### src/rtl/dma_pkg.sv
// dma_pkg
//   Shared types for the DMA descriptor queue slice.
//   - DMA_ADDR_W / DMA_LEN_W : widths of the descriptor fields. The queue's
//     ADDR_W / LEN_W parameters must match these, because the descriptor struct
//     below is built from them.
//   - dma_desc_t   : one {src, dst, len} descriptor as stored in the FIFO.
//   - disp_state_t : dispatcher states.
//   - desc_misaligned() : true when either byte address is not word aligned.
package dma_pkg;

  localparam int DMA_ADDR_W = 32;
  localparam int DMA_LEN_W  = 16;

  typedef struct packed {
    logic [DMA_ADDR_W-1:0] src;
    logic [DMA_ADDR_W-1:0] dst;
    logic [DMA_LEN_W-1:0]  len;
  } dma_desc_t;

  typedef enum logic [1:0] {
    IDLE,
    ISSUE,
    WAIT_DONE
  } disp_state_t;

  // The DMA steps addresses by 4, so both low address bits must be zero.
  function automatic logic desc_misaligned(input dma_desc_t d);
    return (d.src[1:0] != 2'b00) || (d.dst[1:0] != 2'b00);
  endfunction

endpackage

### src/rtl/dma_desc_fifo.sv
// dma_desc_fifo
//   Synchronous FIFO of dma_desc_t descriptors. Read data is the current head,
//   combinationally; a pop just advances the read pointer. There is no bypass, so
//   a descriptor written at one edge becomes visible at the head only afterwards.
// Ports
//   clk, rst            : clock, synchronous active-high reset (flushes pointers)
//   push, push_desc     : write request and data; ignored while full
//   pop                 : advance head; ignored while empty
//   head_desc           : descriptor at the head
//   count, full, empty  : occupancy status
module dma_desc_fifo
  import dma_pkg::*;
#(
  parameter int DEPTH = 4
) (
  input  logic                     clk,
  input  logic                     rst,
  input  logic                     push,
  input  dma_desc_t                push_desc,
  input  logic                     pop,
  output dma_desc_t                head_desc,
  output logic [$clog2(DEPTH):0]   count,
  output logic                     full,
  output logic                     empty
);

  localparam int PTR_W = $clog2(DEPTH);

  // Pointers carry one extra wrap bit so full and empty can be told apart
  // when the index bits are equal.
  logic [PTR_W:0] wr_ptr;
  logic [PTR_W:0] rd_ptr;
  dma_desc_t      mem [DEPTH];
  logic           do_push;
  logic           do_pop;

  assign full      = (wr_ptr[PTR_W] != rd_ptr[PTR_W]) &&
                     (wr_ptr[PTR_W-1:0] == rd_ptr[PTR_W-1:0]);
  assign empty     = (wr_ptr == rd_ptr);
  assign count     = wr_ptr - rd_ptr;
  assign do_push   = push && !full;
  assign do_pop    = pop && !empty;
  assign head_desc = mem[rd_ptr[PTR_W-1:0]];

  // Pointer update; push and pop in the same cycle leave the count unchanged.
  always_ff @(posedge clk) begin
    if (rst) begin
      wr_ptr <= '0;
      rd_ptr <= '0;
    end else begin
      if (do_push) wr_ptr <= wr_ptr + 1'b1;
      if (do_pop)  rd_ptr <= rd_ptr + 1'b1;
    end
  end

  // Storage needs no reset: an entry is only read after it has been written.
  always_ff @(posedge clk) begin
    if (do_push) mem[wr_ptr[PTR_W-1:0]] <= push_desc;
  end

endmodule

### src/rtl/dma_desc_queue.sv
// dma_desc_queue
//   Descriptor queue and dispatcher in front of simple_dma_controller. Buffers
//   host descriptors, drops ones the DMA cannot run (zero length, unaligned
//   address) with sticky error flags, and hands the rest to the DMA one at a time:
//   one-cycle dma_start with operands held stable, then wait for dma_done.
// Ports
//   clk, rst                         : clock, synchronous active-high reset
//   desc_valid/desc_ready, desc_*    : host descriptor push handshake
//   en                               : allow new dispatches (in-flight job always finishes)
//   err_clr                          : clears err_zero_len / err_misalign
//   dma_start, dma_*_addr, dma_length: command to the DMA
//   dma_busy, dma_done               : DMA status (only dma_done is acted on)
//   q_count, q_full, q_empty         : FIFO status
//   active                           : a job is being issued or is in flight
//   cmpl_count, irq                  : completion counter (wraps) and per-job pulse
//   err_zero_len, err_misalign       : sticky drop flags
module dma_desc_queue
  import dma_pkg::*;
#(
  parameter int DEPTH  = 4,
  parameter int ADDR_W = DMA_ADDR_W,
  parameter int LEN_W  = DMA_LEN_W
) (
  input  logic                   clk,
  input  logic                   rst,
  input  logic                   desc_valid,
  output logic                   desc_ready,
  input  logic [ADDR_W-1:0]      desc_src,
  input  logic [ADDR_W-1:0]      desc_dst,
  input  logic [LEN_W-1:0]       desc_len,
  input  logic                   en,
  input  logic                   err_clr,
  output logic                   dma_start,
  output logic [ADDR_W-1:0]      dma_src_addr,
  output logic [ADDR_W-1:0]      dma_dst_addr,
  output logic [LEN_W-1:0]       dma_length,
  input  logic                   dma_busy,
  input  logic                   dma_done,
  output logic [$clog2(DEPTH):0] q_count,
  output logic                   q_full,
  output logic                   q_empty,
  output logic                   active,
  output logic [15:0]            cmpl_count,
  output logic                   irq,
  output logic                   err_zero_len,
  output logic                   err_misalign
);

  disp_state_t state;
  disp_state_t state_nxt;
  dma_desc_t   push_desc;
  dma_desc_t   head_desc;
  logic        pop;
  logic        head_zero_len;
  logic        head_misaligned;
  logic        head_bad;
  logic        load;
  logic        unused_busy;

  // Completion is signalled by dma_done alone; busy is informational here.
  assign unused_busy = dma_busy;

  assign push_desc  = '{src: desc_src, dst: desc_dst, len: desc_len};
  assign desc_ready = !q_full;

  dma_desc_fifo #(
    .DEPTH(DEPTH)
  ) u_fifo (
    .clk      (clk),
    .rst      (rst),
    .push     (desc_valid),
    .push_desc(push_desc),
    .pop      (pop),
    .head_desc(head_desc),
    .count    (q_count),
    .full     (q_full),
    .empty    (q_empty)
  );

  // Every head looked at in IDLE is popped, whether it is dispatched or dropped,
  // so a bad descriptor costs exactly one cycle.
  assign pop             = (state == IDLE) && en && !q_empty;
  assign head_zero_len   = (head_desc.len == '0);
  assign head_misaligned = desc_misaligned(head_desc);
  assign head_bad        = head_zero_len || head_misaligned;
  assign load            = pop && !head_bad;

  // Dispatcher state register.
  always_ff @(posedge clk) begin
    if (rst) state <= IDLE;
    else     state <= state_nxt;
  end

  // Next-state logic: ISSUE lasts exactly one cycle; WAIT_DONE leaves on dma_done.
  always_comb begin
    state_nxt = state;
    case (state)
      IDLE:      if (load)     state_nxt = ISSUE;
      ISSUE:                   state_nxt = WAIT_DONE;
      WAIT_DONE: if (dma_done) state_nxt = IDLE;
      default:                 state_nxt = IDLE;
    endcase
  end

  // Outputs decoded straight from the state.
  always_comb begin
    dma_start = (state == ISSUE);
    active    = (state != IDLE);
  end

  // Operand registers are loaded only when a good descriptor is popped, so they
  // stay stable from one ISSUE until the next.
  always_ff @(posedge clk) begin
    if (rst) begin
      dma_src_addr <= '0;
      dma_dst_addr <= '0;
      dma_length   <= '0;
    end else if (load) begin
      dma_src_addr <= head_desc.src;
      dma_dst_addr <= head_desc.dst;
      dma_length   <= head_desc.len;
    end
  end

  // Sticky error flags; a new error in the same cycle as err_clr wins.
  always_ff @(posedge clk) begin
    if (rst) begin
      err_zero_len <= 1'b0;
      err_misalign <= 1'b0;
    end else begin
      err_zero_len <= (err_zero_len && !err_clr) || (pop && head_zero_len);
      err_misalign <= (err_misalign && !err_clr) || (pop && head_misaligned);
    end
  end

  // Completion counter and irq only respond to dma_done while a job is in flight.
  always_ff @(posedge clk) begin
    if (rst) begin
      cmpl_count <= '0;
      irq        <= 1'b0;
    end else begin
      irq <= 1'b0;
      if (state == WAIT_DONE && dma_done) begin
        cmpl_count <= cmpl_count + 16'd1;
        irq        <= 1'b1;
      end
    end
  end

endmodule
### config.mk
export PLATFORM = sky130hd
export DESIGN_NAME = dma_desc_queue
export DESIGN_NICKNAME = d
export VERILOG_FILES = /design/src/rtl/dma_pkg.sv /design/src/rtl/dma_desc_fifo.sv /design/src/rtl/dma_desc_queue.sv
export SDC_FILE = /design/constraint.sdc
export NUM_CORES = 1
export LEC_CHECK = 0
export CAP_MARGIN = 20
export CORE_MARGIN = 2
export CORE_UTILIZATION = 42
export CTS_BUF_LIST = sky130_fd_sc_hd__clkbuf_16
export DETAILED_ROUTE_END_ITERATION = 10
export GPL_TIMING_DRIVEN = 0
export MAX_ROUTING_LAYER = met4
export PLACE_DENSITY_LB_ADDON = 0.1
export SYNTH_ARGS = -nofsm -noshare
export SYNTH_HDL_FRONTEND = slang
export SYNTH_HIERARCHICAL = 1
export SYNTH_SLANG_ARGS = --single-unit
### constraint.sdc
create_clock -name clk -period 11.3 [get_ports clk]
set_input_delay 2.26 -clock clk [delete_from_list [all_inputs] [get_ports clk]]
set_output_delay 2.26 -clock clk [all_outputs]
set_load 0.02 [all_outputs]
==> notes.md <==
From the run reports.

- The placed instance area reads 19200 um^2.
- The die covers 41000 um^2.
- The clock transition at the register clock pins on the worst setup and hold paths after CTS reads 0.06 ns.
- The number of buffers and inverters on the critical path reads 3.
- The number of hold-repair buffers added at the cts stage reads 0.
- The number of nets in the final layout reads 1276.
- The tool warning count for the run is 31.
- The final tally of setup violations is 0.
- The net count after synthesis is 1033.
- The first-pass detailed-route iteration total is 7.
- The type of the worst setup path is flip-flop to primary output.
- The tally of max-capacitance violations is 0.
- The post-synthesis instance area is 16500 um^2.
- The share of flip-flops with an asynchronous set or reset reads 0%.
- The run finished with clean final reports.
- The startpoint kind of the worst setup timing path is a flip-flop.
- The number of DRC markers in iteration 0 reads 467.
- The share of cells above drive strength 1 is 14.2%.
- The area growth from synthesis to layout is 24.8%.
- The routability congestion estimate is 0.760.
- After layout, the design draws a total of 4.28 mW.
- The ratio of total power to cell area is 207 nW/um^2.
- The remaining routing DRC violations is 0.
- The report shows a maximum critical-path fanout of 10.
- The clock root buffer is sky130_fd_sc_hd__clkbuf_16.
- The mean post-synth cell area reads 17.7 um^2.
- The number of instances in the synthesized netlist is 937.
cells by family after synthesis:
group | Yosys count | share of synthesized area, %
flops | 429 | 71.3
xor+xnor | 11 | 0.582
buf+inv | 63 | 1.69
fa+ha+maj | 9 | 0.726
mux | 158 | 15.6
compound gates | 23 | 0.961
simple gates | 244 | 9.13
worst paths after layout:
| check | startpoint | end | slack (ns) | depth (start not counted) |
|---|---|---|---|---|
| setup reg to reg | flip-flop | dma_dst_addr[23] | 7.53 | 9 |
| hold reg to reg | dma_dst_addr[9] | dma_dst_addr[9] | 0.47 | 2 |
| setup / recovery | u_fifo/wr_ptr[0] | q_empty | 6.29 | 6 |
| hold / removal | dma_dst_addr[9] | dma_dst_addr[9] | 0.47 | 2 |
metal layers:
metal / routed length, um / share of wire [%] / up-vias
met1: 16000 / 45 / 4392
met4: 633 / 1.8 / 0
met5: 0 / 0 / -
met2: 16800 / 47 / 194
li1: - / - / 4090
met3: 1920 / 5.5 / 50
cells in the mapped netlist, drive strengths merged, types with 7 or more instances:
master	instances	area share (%)
edfxtp	320	58
nand2b	154	5.8
dfxtp	109	13
mux4	80	11
mux2i	77	4.7
clkbuf	34	0.77
buf	19	0.70
nor2	18	0.41
nand2	11	0.25
inv	10	0.23
nor3b	10	0.45
ha	8	0.61
nand3	8	0.24
a21oi	7	0.21
nor4	7	0.30
xnor2	7	0.37
cell type report:
class	count	area, um^2	share of cell area [%]
timing repair buffer	195	2010	9.76
antenna	2	5.00	0.0242
inverter	10	37.5	0.182
clock inverter	38	244	1.18
clock buffer	47	1180	5.70
tap	518	648	3.14
buffer	53	243	1.18
multi-input combinational	445	4480	21.7
sequential	429	11800	57.1
power by group:
part           total, mW  switching (mW)  internal, mW  leakage [nW]
sequential          1.96          0.0485          1.91          3.82
clock               1.41           0.589         0.819         0.739
combinational      0.911           0.488         0.423          2.09
state kept, by name, indices dropped and copies added, names as in the netlist, named ones only:
signal / flops
cmpl_count: 16
dma_dst_addr: 32
dma_length: 16
dma_src_addr: 32
err_misalign: 1
err_zero_len: 1
irq: 1
state: 2
u_fifo/mem: 320
u_fifo/rd_ptr: 3
u_fifo/wr_ptr: 3
worst reg2reg max path: stages (launching register included):
cell and delay, ns:
sky130_fd_sc_hd__dfxtp_1 0.30, sky130_fd_sc_hd__clkbuf_1 0.60, sky130_fd_sc_hd__buf_2 0.48, sky130_fd_sc_hd__mux4_2 0.60
sky130_fd_sc_hd__nor4_1 0.39, sky130_fd_sc_hd__nand4_1 0.29, sky130_fd_sc_hd__and3_1 0.25, sky130_fd_sc_hd__buf_2 0.26
sky130_fd_sc_hd__buf_2 0.30, sky130_fd_sc_hd__mux2i_1 0.17
through the flow:
stage | cells | hold slack (ns) | worst slack (ns) | utilization, %
after floorplan | 937 | 0.488 | 6.33 | -
after detailed placement | 1650 | 0.461 | 5.79 | 49.6
after CTS | 1735 | 0.471 | 6.22 | 53.3
after global routing | 1736 | 0.477 | 6.09 | 53.3
final | 1737 | 0.467 | 6.29 | 53.3
after global placement | 1646 | 0.459 | 4.44 | 49.3
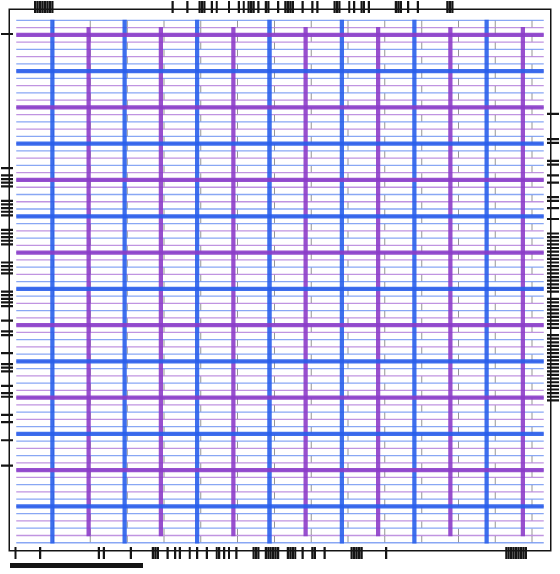
*Power grid*
Scale bar: 50 um. Pins as bars on the die edge. Tap cells in grey.
- VSS: blue
- VDD: purple
- rows: 72
- signal pins: 194
area of the core region: 38700 um^2
Peak supply drop: 0.000139 V
die boundary width: 202 um
vertical die dimension: 202 um

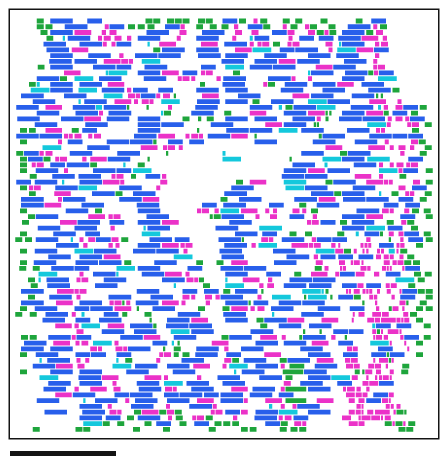
*Cells coloured by class*
Scale bar: 50 um.
- flip-flops: blue (cells 429; share of their area 59%)
- all other logic: magenta (cells 455; share of their area 23%)
- clock drivers and dummy loads: cyan (cells 85; share of their area 7.1%)
- other buffers and delay cells: green (cells 248; share of their area 11%)
Final Cell Area: 20600 um^2
number of rows created at floorplan: 72
end-of-flow core utilization: 53.3%

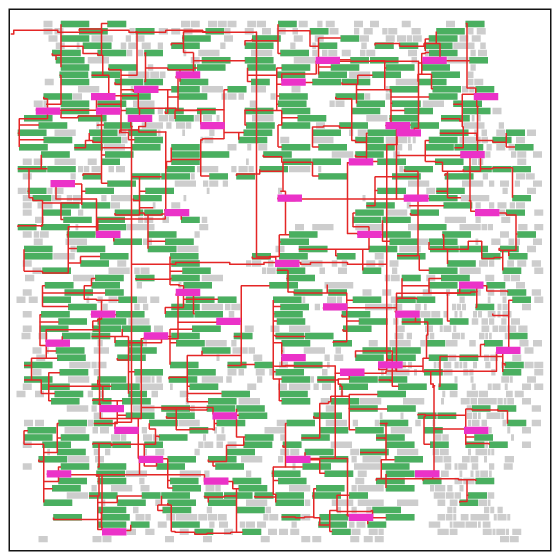
*Routed clock nets over the placement*
- cells driving clock nets: magenta (count 46)
- flip-flops: green (count 429)
- clock wires: red (length 5180 um)
- flops lie: all over the die
power in the clock group: 1.41 mW
Clock Skews: 0.0233 ns

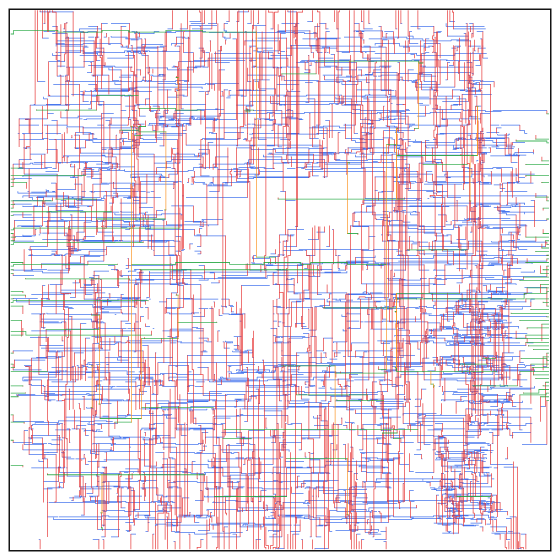
*Metal layers overlaid*
- met3: green (wire length 1920 um)
- met1: blue (wire length 16000 um)
- met2: red (wire length 16800 um)
- met4: orange (wire length 633 um)
wire length per cell: 20.3 um
all-layer global routing usage: 18.1%

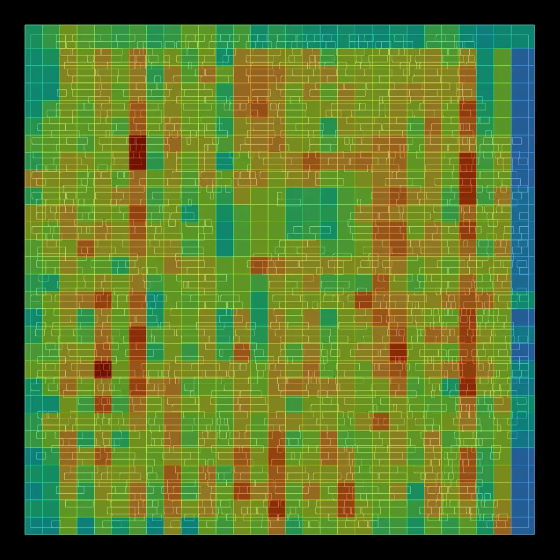
*Track usage over the die*
grt met2 use: 28.5%
met1 usage in global routing: 23.7%
most crowded layer after global routing: met2
met3 demand-to-capacity share in global routing: 3.84%

No activity file was given, so power comes from the tool's default toggle rates.
